[src/rtl/counter_pkg.sv]
// Purpose: shared types and constants for the programmable event counter.
// Latency: none; this file holds declarations only.
// Backpressure: none; this file holds declarations only.
package counter_pkg;

    // Width of the exported count bus.
    localparam int COUNTER_OUT_W = 32;

    // Counter control states.
    typedef enum logic [1:0] {
        IDLE  = 2'd0,
        COUNT = 2'd1,
        DONE  = 2'd2
    } counter_state_e;

endpackage : counter_pkg

[src/rtl/counter_unit.sv]
// Purpose: counts enabled cycles up to a programmable target, flags done and word-aligned counts.
// Latency: one cycle from a sampled enable to counter_out; done and words follow the same edge.
// Backpressure: none; counter_en is sampled every edge and ignored while DONE (default build).
// Optional feature: define COUNTER_AUTO_RESTART_EN to restart counting from 1 on an enable in DONE.
module counter_unit
    import counter_pkg::*;
#(
    parameter int WIDTH = 7
) (
    input  logic                     clk,
    input  logic                     rstn,
    input  logic                     counter_en,
    input  logic [WIDTH-1:0]         counter_N,
    output logic [COUNTER_OUT_W-1:0] counter_out,
    output logic                     counter_done,
    output logic                     counter_words
);

    counter_state_e   state_q, state_d;
    logic [WIDTH-1:0] count_q, count_d;

    // Incremented count carries one spare bit so the target compare never wraps.
    logic [WIDTH:0]   count_inc;
    logic             target_zero;
    logic             target_reached;
    logic             target_below;

    assign count_inc      = {1'b0, count_q} + (WIDTH+1)'(1);
    assign target_zero    = (counter_N == '0);
    assign target_reached = (count_inc >= {1'b0, counter_N});
    assign target_below   = (counter_N <= count_q);

    // State and count registers; reset clears both asynchronously.
    always_ff @(posedge clk or negedge rstn) begin
        if (!rstn) begin
            state_q <= IDLE;
            count_q <= '0;
        end else begin
            state_q <= state_d;
            count_q <= count_d;
        end
    end

    // Next-state and next-count logic; a zero target always wins over enable.
    always_comb begin
        state_d = state_q;
        count_d = count_q;
        if (target_zero) begin
            state_d = IDLE;
            count_d = '0;
        end else begin
            case (state_q)
                IDLE: begin
                    // The edge that leaves IDLE does not count; counting starts in COUNT.
                    state_d = COUNT;
                    count_d = '0;
                end
                COUNT: begin
                    if (target_below) begin
                        // Target was lowered to or under the current count: finish without incrementing.
                        state_d = DONE;
                    end else if (counter_en) begin
                        count_d = count_inc[WIDTH-1:0];
                        if (target_reached) begin
                            state_d = DONE;
                        end
                    end
                end
                DONE: begin
`ifdef COUNTER_AUTO_RESTART_EN
                    if (counter_en) begin
                        count_d = WIDTH'(1);
                        // A target of one is already met by the restarted count.
                        state_d = (counter_N == WIDTH'(1)) ? DONE : COUNT;
                    end
`else
                    // Sticky until the target is cleared or reset is applied.
                    state_d = DONE;
`endif
                end
                default: begin
                    state_d = IDLE;
                    count_d = '0;
                end
            endcase
        end
    end

    // Outputs decode directly from registers, so they change only after an edge or reset.
    always_comb begin
        counter_out   = COUNTER_OUT_W'(count_q);
        counter_done  = (state_q == DONE);
        counter_words = (count_q[1:0] == 2'b00) && (count_q != '0);
    end

endmodule : counter_unit

[config.mk]
export PLATFORM = sky130hd
export DESIGN_NAME = counter_unit
export DESIGN_NICKNAME = d
export VERILOG_FILES = /design/src/rtl/counter_pkg.sv /design/src/rtl/counter_unit.sv
export SDC_FILE = /design/constraint.sdc
export NUM_CORES = 1
export LEC_CHECK = 0
export ABC_AREA = 1
export CELL_PAD_IN_SITES_DETAIL_PLACEMENT = 0
export CELL_PAD_IN_SITES_GLOBAL_PLACEMENT = 1
export CORE_MARGIN = 2
export CORE_UTILIZATION = 33
export CTS_BUF_LIST = sky130_fd_sc_hd__clkbuf_8 sky130_fd_sc_hd__clkbuf_16
export CTS_CLUSTER_SIZE = 20
export DETAILED_ROUTE_END_ITERATION = 6
export PLACE_DENSITY_LB_ADDON = 0.1
export SLEW_MARGIN = 0
export SYNTH_ARGS = -nofsm -noshare
export SYNTH_HDL_FRONTEND = slang
export SYNTH_SLANG_ARGS = --single-unit
[constraint.sdc]
create_clock -name clk -period 4 [get_ports clk]
set_input_delay 0.4 -clock clk [delete_from_list [all_inputs] [get_ports clk]]
set_output_delay 0.4 -clock clk [all_outputs]
set_load 0.01 [all_outputs]
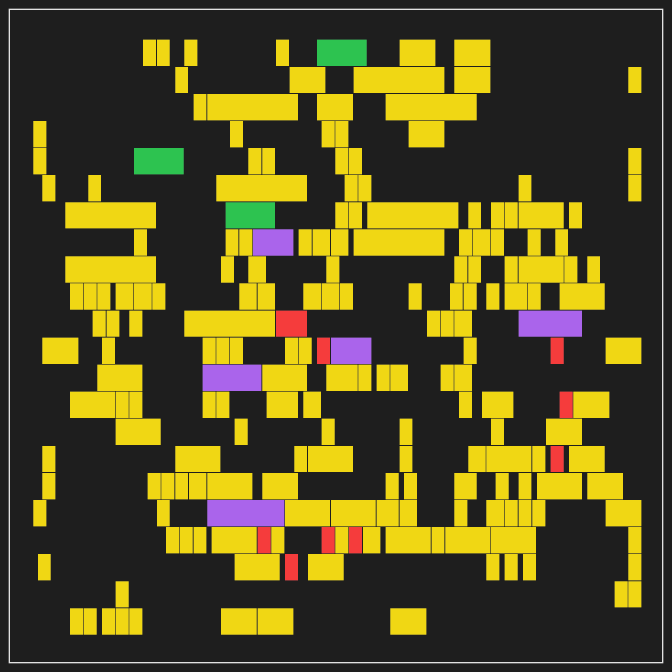
drive_strength.png
size	colour	cells	share
drive 3 to 4	purple	5	2.5%
drive 1 or less	yellow	187	92%
drive 6 and up	green	3	1.5%
drive 2	red	9	4.4%

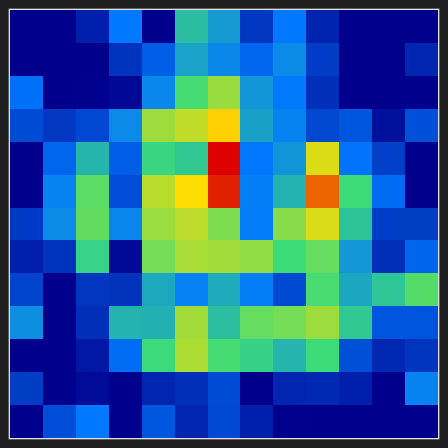
wire_density.png
13 x 13 tiles, from dark blue (low) to red (high), scaled to the fullest tile. Values are wire area over tile area, all layers added.
emptiest ninth of the die	top right
densest ninth of the die	middle
mean over tiles	0.094
fullest tile	0.36
tiles over half the peak	19%

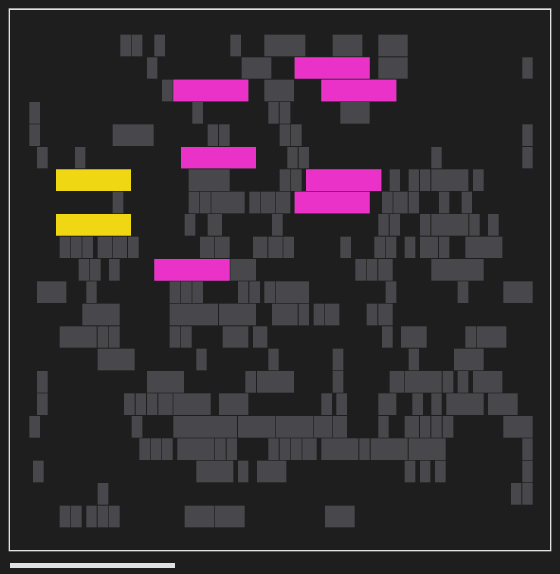
registers.png
Scale bar: 20 um.
netlist name	colour	flops
count_q	magenta	7
state_q	yellow	2
area taken by flip-flops and latches: 225 um2
sequential cell area share: 15.7%
Seq power: 0.127 mW
fin util: 39.2%

==> impl_metrics.yaml <==
# physical design summary
worst_setup_path:
  rrSetupSlack_ns: 1.70
  crit_buf_inv: 2
  r2r_start: "count_q[0]"
  cp-start-kind: "register"
  worst_r2r_endpoint: "state_q[0]"
  end_kind: "register"
cells_and_area:
  filler_cell_count: 391
  lay_top_cells: "nand2_1 (50), inv_1 (26), conb_1 (25)"
  drive_above_1_share_pct: 8.33
  final_nets: 234
  largest_cell_class: "logic gates"
synth:
  netlist_instances: 183
  adder_share_pct: 19.0
  synth.top_cell.area_share_pct: 19.0
  synthAoiAreaFrac_pct: 4.41
  yosys_warnings: 0
  top_cell: "nand2_1"
  edf_count: 0
  synth_area_mm2: 0.00125
die:
  coreArea_mm2: 0.00366
  die_width_um: 65.5
  die_h_um: 65.5
global_routing:
  gr-usage-met3_pct: 2.74
  grt.met1_usage_pct: 16.8
detailed_routing:
  routed-wl-met2_um: 1190
  drtIter0Drc: 23
  drc: 0
  top_layer_used: "met4"
placed_design:
  detailed_place_hpwl_um: 2210
outcome:
  status: "complete, no violations"
timing:
  fmax_mhz: 435
  timing.final.hold_violations: 0
flow_run:
  maxCapViolations: 0
sequential cells by signal, summed over array words and instances, names as in the netlist:
register	cells
count_q	7
state_q	2
metrics by stage:
step / instance area [um2] / setup slack (ns) / utilization [%] / power, mW / hold WS [ns]
finish: 1440 / 1.70 / 39.2 / 0.474 / 0.476
global route: 1440 / 1.42 / 39.2 / 0.528 / 0.495
CTS: 1440 / 1.71 / 39.2 / 0.483 / 0.484
detailed placement: 1390 / 1.73 / 38.0 / 0.376 / 0.532
global placement: 1390 / 1.74 / 38.0 / 0.373 / 0.536
floorplan: 1340 / 2.00 / - / 0.321 / 0.104
power breakdown:
group	internal (mW)	switching, mW	total, mW
Sequential	0.108	0.0191	0.127
Combinational	0.0981	0.148	0.246
Clock	0.0667	0.0341	0.101
Power and IR drop assume default switching activity.
